`src/rtl/lockin_sweep_ctrl.sv`:
```
// Frequency sweep sequencer for a lock-in amplifier: steps the reference tuning word,
// discards settling results, averages magnitudes per point and tracks the peak.
module lockin_sweep_ctrl #(
    parameter int unsigned FTW_WIDTH      = 32,
    parameter int unsigned MAG_WIDTH      = 24,
    parameter int unsigned AVG_LOG2       = 2,
    parameter int unsigned TIMEOUT_CYCLES = 65535
) (
    input  logic                 clk,
    input  logic                 rst_n,
    input  logic                 start,
    input  logic                 abort,
    input  logic [FTW_WIDTH-1:0] start_ftw,
    input  logic [FTW_WIDTH-1:0] step_ftw,
    input  logic [11:0]          num_points,
    input  logic [7:0]           settle_results,
    input  logic [MAG_WIDTH-1:0] lia_magnitude,
    input  logic                 lia_result_valid,
    input  logic                 lia_locked,
    output logic [FTW_WIDTH-1:0] ref_freq_tuning,
    output logic                 point_valid,
    output logic [11:0]          point_index,
    output logic [MAG_WIDTH-1:0] point_mag,
    output logic                 point_locked,
    output logic [FTW_WIDTH-1:0] peak_ftw,
    output logic [MAG_WIDTH-1:0] peak_mag,
    output logic                 busy,
    output logic                 done,
    output logic                 timeout_err
);

    localparam int unsigned SUM_WIDTH = MAG_WIDTH + AVG_LOG2;
    localparam int unsigned AVG_COUNT = 1 << AVG_LOG2;
    localparam int unsigned ACC_WIDTH = AVG_LOG2 + 1;
    localparam int unsigned WD_WIDTH  = $clog2(TIMEOUT_CYCLES + 1);

    localparam logic [2:0] S_IDLE    = 3'd0;
    localparam logic [2:0] S_PROGRAM = 3'd1;
    localparam logic [2:0] S_SETTLE  = 3'd2;
    localparam logic [2:0] S_ACQUIRE = 3'd3;
    localparam logic [2:0] S_RECORD  = 3'd4;
    localparam logic [2:0] S_DONE    = 3'd5;

    logic [2:0]           state, state_d;
    logic [FTW_WIDTH-1:0] cfg_step, cfg_step_d;
    logic [11:0]          cfg_points, cfg_points_d;
    logic [7:0]           cfg_settle, cfg_settle_d;
    logic [FTW_WIDTH-1:0] cur_ftw, cur_ftw_d;
    logic [11:0]          index, index_d;
    logic [7:0]           disc_cnt, disc_cnt_d;
    logic [ACC_WIDTH-1:0] acc_cnt, acc_cnt_d;
    logic [SUM_WIDTH-1:0] sum, sum_d;
    logic [WD_WIDTH-1:0]  wd_cnt, wd_cnt_d;

    logic [FTW_WIDTH-1:0] ref_freq_tuning_d;
    logic                 point_valid_d;
    logic [11:0]          point_index_d;
    logic [MAG_WIDTH-1:0] point_mag_d;
    logic                 point_locked_d;
    logic [FTW_WIDTH-1:0] peak_ftw_d;
    logic [MAG_WIDTH-1:0] peak_mag_d;
    logic                 busy_d;
    logic                 done_d;
    logic                 timeout_err_d;

    logic [MAG_WIDTH-1:0] avg_c;
    logic                 wd_expired_c;

    assign avg_c        = MAG_WIDTH'(sum >> AVG_LOG2);
    assign wd_expired_c = (wd_cnt == WD_WIDTH'(TIMEOUT_CYCLES - 1));

    // State register and all registered outputs
    always_ff @(posedge clk or negedge rst_n) begin
        if (!rst_n) begin
            state           <= S_IDLE;
            cfg_step        <= '0;
            cfg_points      <= '0;
            cfg_settle      <= '0;
            cur_ftw         <= '0;
            index           <= '0;
            disc_cnt        <= '0;
            acc_cnt         <= '0;
            sum             <= '0;
            wd_cnt          <= '0;
            ref_freq_tuning <= '0;
            point_valid     <= 1'b0;
            point_index     <= '0;
            point_mag       <= '0;
            point_locked    <= 1'b0;
            peak_ftw        <= '0;
            peak_mag        <= '0;
            busy            <= 1'b0;
            done            <= 1'b0;
            timeout_err     <= 1'b0;
        end else begin
            state           <= state_d;
            cfg_step        <= cfg_step_d;
            cfg_points      <= cfg_points_d;
            cfg_settle      <= cfg_settle_d;
            cur_ftw         <= cur_ftw_d;
            index           <= index_d;
            disc_cnt        <= disc_cnt_d;
            acc_cnt         <= acc_cnt_d;
            sum             <= sum_d;
            wd_cnt          <= wd_cnt_d;
            ref_freq_tuning <= ref_freq_tuning_d;
            point_valid     <= point_valid_d;
            point_index     <= point_index_d;
            point_mag       <= point_mag_d;
            point_locked    <= point_locked_d;
            peak_ftw        <= peak_ftw_d;
            peak_mag        <= peak_mag_d;
            busy            <= busy_d;
            done            <= done_d;
            timeout_err     <= timeout_err_d;
        end
    end

    // Next-state and next-output logic; abort overrides every other event
    always_comb begin
        state_d           = state;
        cfg_step_d        = cfg_step;
        cfg_points_d      = cfg_points;
        cfg_settle_d      = cfg_settle;
        cur_ftw_d         = cur_ftw;
        index_d           = index;
        disc_cnt_d        = disc_cnt;
        acc_cnt_d         = acc_cnt;
        sum_d             = sum;
        wd_cnt_d          = wd_cnt;
        ref_freq_tuning_d = ref_freq_tuning;
        point_valid_d     = 1'b0;
        point_index_d     = point_index;
        point_mag_d       = point_mag;
        point_locked_d    = point_locked;
        peak_ftw_d        = peak_ftw;
        peak_mag_d        = peak_mag;
        done_d            = 1'b0;
        timeout_err_d     = timeout_err;

        if (abort && state != S_IDLE) begin
            state_d = S_IDLE;
        end else begin
            case (state)
                S_IDLE: begin
                    if (start && num_points != 12'd0) begin
                        cfg_step_d    = step_ftw;
                        cfg_points_d  = num_points;
                        cfg_settle_d  = settle_results;
                        cur_ftw_d     = start_ftw;
                        index_d       = 12'd0;
                        peak_ftw_d    = '0;
                        peak_mag_d    = '0;
                        timeout_err_d = 1'b0;
                        state_d       = S_PROGRAM;
                    end
                end
                S_PROGRAM: begin
                    ref_freq_tuning_d = cur_ftw;
                    disc_cnt_d        = cfg_settle;
                    acc_cnt_d         = '0;
                    sum_d             = '0;
                    wd_cnt_d          = '0;
                    state_d           = S_SETTLE;
                end
                S_SETTLE: begin
                    if (disc_cnt == 8'd0) begin
                        wd_cnt_d = '0;
                        state_d  = S_ACQUIRE;
                    end else if (lia_result_valid) begin
                        wd_cnt_d   = '0;
                        disc_cnt_d = disc_cnt - 8'd1;
                        if (disc_cnt == 8'd1) begin
                            state_d = S_ACQUIRE;
                        end
                    end else if (wd_expired_c) begin
                        timeout_err_d = 1'b1;
                        state_d       = S_IDLE;
                    end else begin
                        wd_cnt_d = wd_cnt + WD_WIDTH'(1);
                    end
                end
                S_ACQUIRE: begin
                    if (lia_result_valid) begin
                        wd_cnt_d  = '0;
                        sum_d     = sum + SUM_WIDTH'(lia_magnitude);
                        acc_cnt_d = acc_cnt + ACC_WIDTH'(1);
                        if (acc_cnt == ACC_WIDTH'(AVG_COUNT - 1)) begin
                            state_d = S_RECORD;
                        end
                    end else if (wd_expired_c) begin
                        timeout_err_d = 1'b1;
                        state_d       = S_IDLE;
                    end else begin
                        wd_cnt_d = wd_cnt + WD_WIDTH'(1);
                    end
                end
                S_RECORD: begin
                    point_valid_d  = 1'b1;
                    point_index_d  = index;
                    point_mag_d    = avg_c;
                    point_locked_d = lia_locked;
                    // Strict compare keeps the earliest of equal peaks
                    if (index == 12'd0 || avg_c > peak_mag) begin
                        peak_mag_d = avg_c;
                        peak_ftw_d = cur_ftw;
                    end
                    if (index == cfg_points - 12'd1) begin
                        state_d = S_DONE;
                    end else begin
                        cur_ftw_d = cur_ftw + cfg_step;
                        index_d   = index + 12'd1;
                        state_d   = S_PROGRAM;
                    end
                end
                S_DONE: begin
                    done_d  = 1'b1;
                    state_d = S_IDLE;
                end
                default: begin
                    state_d = S_IDLE;
                end
            endcase
        end

        busy_d = (state_d != S_IDLE);
    end

endmodule

```
`config.mk`:
```
export PLATFORM = sky130hd
export DESIGN_NAME = lockin_sweep_ctrl
export DESIGN_NICKNAME = d
export VERILOG_FILES = /design/src/rtl/lockin_sweep_ctrl.sv
export SDC_FILE = /design/constraint.sdc
export NUM_CORES = 1
export LEC_CHECK = 0
export ABC_AREA = 0
export CAP_MARGIN = 20
export CORE_MARGIN = 3
export CORE_UTILIZATION = 55
export CTS_CLUSTER_SIZE = 24
export DETAILED_ROUTE_END_ITERATION = 7
export PLACE_DENSITY = 0.81
export SLEW_MARGIN = 20
export SYNTH_ARGS = -nofsm -noshare
export SYNTH_HDL_FRONTEND = slang
export SYNTH_SLANG_ARGS = --single-unit
```
`constraint.sdc`:
```
create_clock -name clk -period 3.6 [get_ports clk]
set_input_delay 1.08 -clock clk [delete_from_list [all_inputs] [get_ports clk]]
set_output_delay 1.08 -clock clk [all_outputs]
set_load 0.1 [all_outputs]
```
Metal 1:
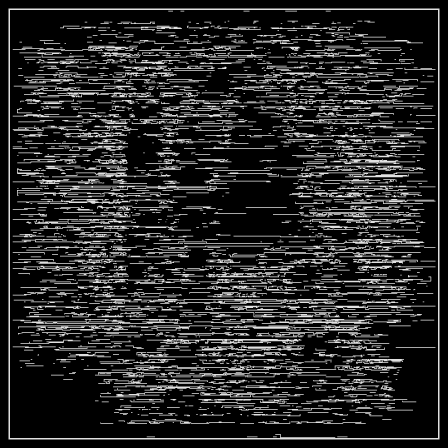
- share of all routed wire: 41%
- wire length on this layer: 17300 um
- longest straight run: 37.7 um
- nets with wire on the layer: 1862
- main direction: horizontal

The metal 2 layer:
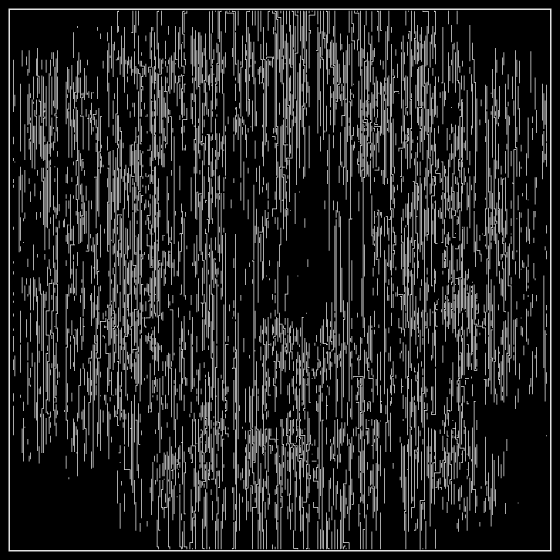
- longest straight run: 63.9 um
- share of all routed wire: 49%
- main direction: vertical

Met3 routing:
The bar under the picture is 50 um long. Cells faint in the background.
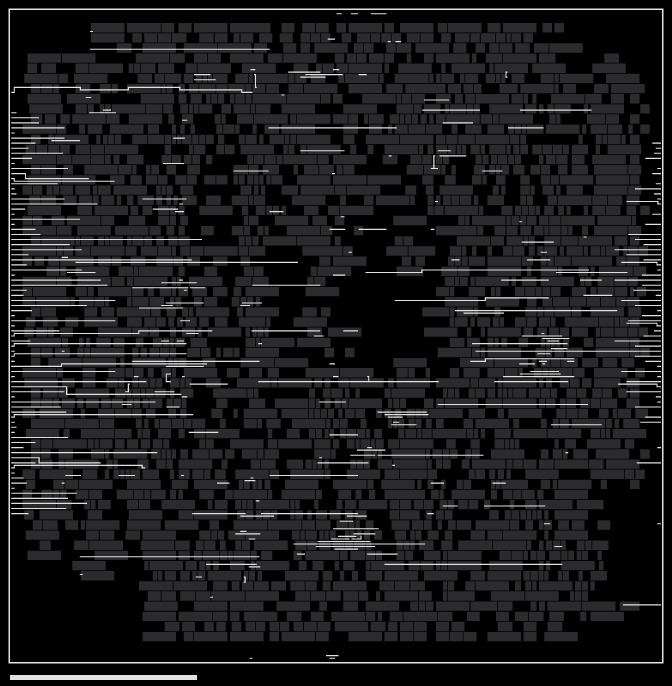
- wire length on this layer: 3100 um
- nets with wire on the layer: 249
- main direction: horizontal
- longest straight run: 59.3 um
- share of all routed wire: 7.4%

M4 wires:
The bar under the picture is 50 um long.
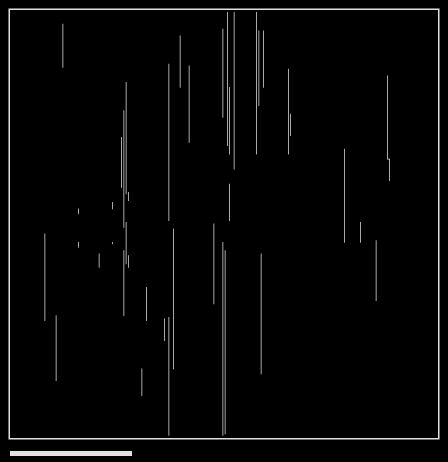
- nets with wire on the layer: 29
- share of all routed wire: 2.9%
- wire length on this layer: 1210 um
- longest straight run: 78.9 um

Congestion heat map:
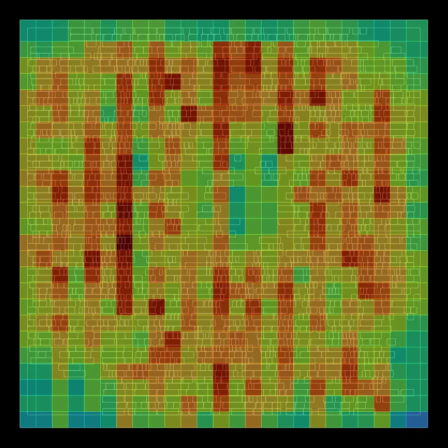
global route hottest layer: met2
routing usage on met1: 0.349
final routed wire length divided by cell count: 19.0 um
met3 layer usage reported by global route: 0.0635
final core utilization: 0.700

==> run_summary.xml <==
<?xml version="1.0" encoding="UTF-8"?>
<metrics>
  <group name="outcome">
    <metric name="status" unit="">finished clean</metric>
  </group>
  <group name="layout">
    <metric name="finish.net_count" unit="">2018</metric>
    <metric name="synth_to_final_area_change" unit="%">24.9</metric>
    <metric name="layout-drive-gt1-share" unit="">0.207</metric>
    <metric name="final_layout_top_logic_cell" unit="">dfrtp_1</metric>
    <metric name="fin_area" unit="um^2">19600</metric>
    <metric name="filler_cell_count" unit="">2121</metric>
    <metric name="layout.cells.most_common_list" unit="">dfrtp_1, buf_4, nand2_1</metric>
    <metric name="register_area" unit="um^2">7030</metric>
    <metric name="logic_area" unit="um^2">8140</metric>
    <metric name="post_layout_nonfiller_instances" unit="">2214</metric>
  </group>
  <group name="synthesis">
    <metric name="yosys.area.top_type" unit="">dfrtp_1</metric>
    <metric name="synth-cells-yosys" unit="">1556</metric>
    <metric name="syn_area_per_cell" unit="um^2">10.1</metric>
    <metric name="synth_flops" unit="">281</metric>
    <metric name="synth.area.mux_share" unit="">0.109</metric>
    <metric name="synth.cells.most_frequent" unit="">dfrtp_1, nand2_1, mux2_2, o21ai_0, ha_1</metric>
    <metric name="synthFlopType" unit="">dfrtp_1</metric>
    <metric name="synth-edff-count" unit="">0</metric>
    <metric name="syn_area" unit="um^2">15700</metric>
    <metric name="netlist_instances" unit="">1556</metric>
    <metric name="synth.yosys.chip_area" unit="um^2">15700</metric>
    <metric name="ys_sh_aoi" unit="">0.161</metric>
    <metric name="top_cell" unit="">dfrtp_1</metric>
    <metric name="top_cell_area_share" unit="">0.449</metric>
    <metric name="synthSimpleGateAreaFrac" unit="">0.139</metric>
    <metric name="yosysWarningCount" unit="">0</metric>
    <metric name="yosysUniqueCellTypes" unit="">77</metric>
    <metric name="seq_area_frac_synth" unit="">0.449</metric>
    <metric name="post_synth_main_area_contributors" unit="">dfrtp_1, mux2_2, ha_1</metric>
    <metric name="logic_family" unit="">AND-OR/OR-AND gates</metric>
    <metric name="mappedNetlistNets" unit="">1760</metric>
    <metric name="post_synth_fa_ha_maj_area_fraction" unit="">0.0729</metric>
    <metric name="synth-async-reset-ratio" unit="">1.00</metric>
    <metric name="synth_xor_xnor_area_share" unit="">0.0352</metric>
  </group>
  <group name="clock_network">
    <metric name="htree_num_levels" unit="">1</metric>
    <metric name="cts.repair.resized" unit="">0</metric>
    <metric name="hold_buffers" unit="">0</metric>
    <metric name="tritoncts_num_sinks" unit="">281</metric>
    <metric name="cts_tree" unit="">yes</metric>
    <metric name="postCtsSetupBuffers" unit="">0</metric>
    <metric name="clockBufferDepth" unit="">3</metric>
    <metric name="cts_made_buffers" unit="">31</metric>
    <metric name="buffer_cell_driving_the_clock_tree_root" unit="">clkbuf_16</metric>
    <metric name="clock_latency" unit="ns">0.56</metric>
    <metric name="clk_pin_slew_worst_paths" unit="ns">0.06</metric>
  </group>
  <group name="critical_path">
    <metric name="worstReg2RegStart" unit="">cur_ftw[16]$_DFFE_PN0P_</metric>
    <metric name="cp_slowest_cell" unit="">a2111o_1</metric>
    <metric name="critical_path.top_delay_family" unit="">AND-OR/OR-AND gates</metric>
    <metric name="worstSetupPathType" unit="">input pin to flop</metric>
    <metric name="worstSetupStartpoint" unit="">lia_magnitude[6]</metric>
    <metric name="crit_fanout" unit="">4</metric>
    <metric name="cp.buffers_inverters" unit="">1</metric>
    <metric name="cp-start-kind" unit="">input pin</metric>
    <metric name="critPathCapture" unit="">sum[19]$_DFFE_PN0P_</metric>
    <metric name="worstPathRequired" unit="ns">4.05</metric>
    <metric name="r2r.worst_path.cells" unit="">9</metric>
    <metric name="crit_path_end_kind" unit="">flop</metric>
    <metric name="critical_path_depth" unit="">10</metric>
    <metric name="reg2reg_to" unit="">cur_ftw[31]$_DFFE_PN0P_</metric>
    <metric name="worstPathArrival" unit="ns">3.93</metric>
    <metric name="setup.reg_to_reg.worst_slack" unit="ns">0.63</metric>
    <metric name="cp_cell_sequence" unit="">clkdlybuf4s50_1 -&gt; ha_1 -&gt; a2111oi_0 -&gt; o21ai_0 -&gt; a2111o_1 -&gt; a31o_2 -&gt; a21o_1 -&gt; a21oi_1 -&gt; xor2_1 -&gt; o31ai_1</metric>
    <metric name="worst_path_largest_cell_delay" unit="ns">0.47</metric>
  </group>
  <group name="routing">
    <metric name="highest-signal-layer" unit="">met5</metric>
    <metric name="drt_first_iter_violations" unit="">892</metric>
    <metric name="count_of_tritonroute_iterations_in_the_first_routing_pass" unit="">5</metric>
    <metric name="ant_nets" unit="">0</metric>
    <metric name="via_count" unit="">13124</metric>
    <metric name="wirelength" unit="mm">42.1</metric>
    <metric name="route.met2.wl" unit="mm">20.4</metric>
    <metric name="met3_length" unit="mm">3.10</metric>
    <metric name="met1Wirelength" unit="mm">17.3</metric>
    <metric name="drt_drc_violations_left" unit="">0</metric>
    <metric name="vias_per_cell" unit="">5.93</metric>
  </group>
  <group name="grt">
    <metric name="antenna_found_initial" unit="">4</metric>
    <metric name="grt.overflow.total" unit="">0</metric>
    <metric name="grt_first_pass_wirelength" unit="mm">69.4</metric>
    <metric name="grt_pass1_vias" unit="">13725</metric>
    <metric name="globalRouteTotalUtil" unit="">0.273</metric>
    <metric name="grt_max_degree" unit="">84</metric>
    <metric name="met2_usage" unit="">0.468</metric>
  </group>
  <group name="floorplanning">
    <metric name="die_y" unit="um">175</metric>
    <metric name="floorplan.initialDensity" unit="">0.561</metric>
    <metric name="coreArea" unit="um^2">27900</metric>
    <metric name="fp.dieW" unit="um">175</metric>
    <metric name="rows" unit="">61</metric>
    <metric name="chip_area" unit="um^2">30500</metric>
    <metric name="io_pins" unit="">243</metric>
  </group>
  <group name="place">
    <metric name="dp_hpwl" unit="mm">30.3</metric>
    <metric name="place.gp.congestion" unit="">0.931</metric>
    <metric name="io_buffer_count" unit="">242</metric>
    <metric name="dp_cells" unit="">2159</metric>
    <metric name="pre_cts_slack" unit="ns">-0.424</metric>
    <metric name="place_area" unit="um^2">18500</metric>
  </group>
  <group name="sta">
    <metric name="finalHoldViolCount" unit="">0</metric>
    <metric name="final_slew_viol_count" unit="">0</metric>
    <metric name="clock.fmax" unit="MHz">288</metric>
    <metric name="report.final.setup_viol" unit="">0</metric>
    <metric name="max_slew_margin" unit="">0.341</metric>
    <metric name="timing_worst_slew_pin_value" unit="ns">0.981</metric>
    <metric name="rsz0062_at_grt" unit="">no</metric>
    <metric name="timing.hold.ws" unit="ns">0.477</metric>
    <metric name="skew" unit="ns">0.0153</metric>
    <metric name="worst_slack" unit="ns">0.127</metric>
    <metric name="fin_setup_tns" unit="ns">0</metric>
    <metric name="post-route-min-period" unit="ns">3.47</metric>
    <metric name="min_period_over_period" unit="">0.965</metric>
  </group>
  <group name="pwr">
    <metric name="p_seq_frac" unit="">0.299</metric>
    <metric name="power.internal" unit="mW">8.97</metric>
    <metric name="p_switching" unit="mW">6.71</metric>
    <metric name="peakVddDrop" unit="uV">635</metric>
    <metric name="total_power" unit="mW">15.7</metric>
    <metric name="power_density" unit="nW/um^2">801</metric>
    <metric name="switching_share" unit="">0.428</metric>
    <metric name="power.clock.fraction" unit="">0.212</metric>
    <metric name="power.share.combinational" unit="">0.489</metric>
    <metric name="static-leakage-power" unit="nW">9.03</metric>
  </group>
  <group name="job">
    <metric name="max-cap-violations" unit="">0</metric>
    <metric name="number_of_warnings_the_tools_reported" unit="">29</metric>
  </group>
  <group name="worst_hold_path">
    <metric name="holdCritPathClass" unit="">input pin to async pin</metric>
  </group>
</metrics>
-- cell type report --
cell class,instances,area share
multi-input combinational,1148,0.416
sequential,281,0.360
timing repair buffer,300,0.136
clock buffer,42,0.0433
tap,378,0.0242
clock inverter,12,0.0109
inverter,52,0.00998
antenna,1,0.000128
-- flip-flops by register name, summed over array words and instances (netlist names), 16 cells and up --
name	cells
cfg_step	32
cur_ftw	32
peak_ftw	32
ref_freq_tuning	32
sum	26
peak_mag	24
point_mag	24
wd_cnt	16
-- power by group through the flow --
stage | Combinational [mW] | Sequential [mW] | Clock (mW)
floorplan | 4.46 | 5.73 | 0
global placement | 7.33 | 4.70 | 0
detailed placement | 7.55 | 4.73 | 0
CTS | 7.62 | 4.68 | 3.38
global route | 8.34 | 4.80 | 3.51
finish | 7.67 | 4.69 | 3.32
Power and IR drop assume default switching activity.
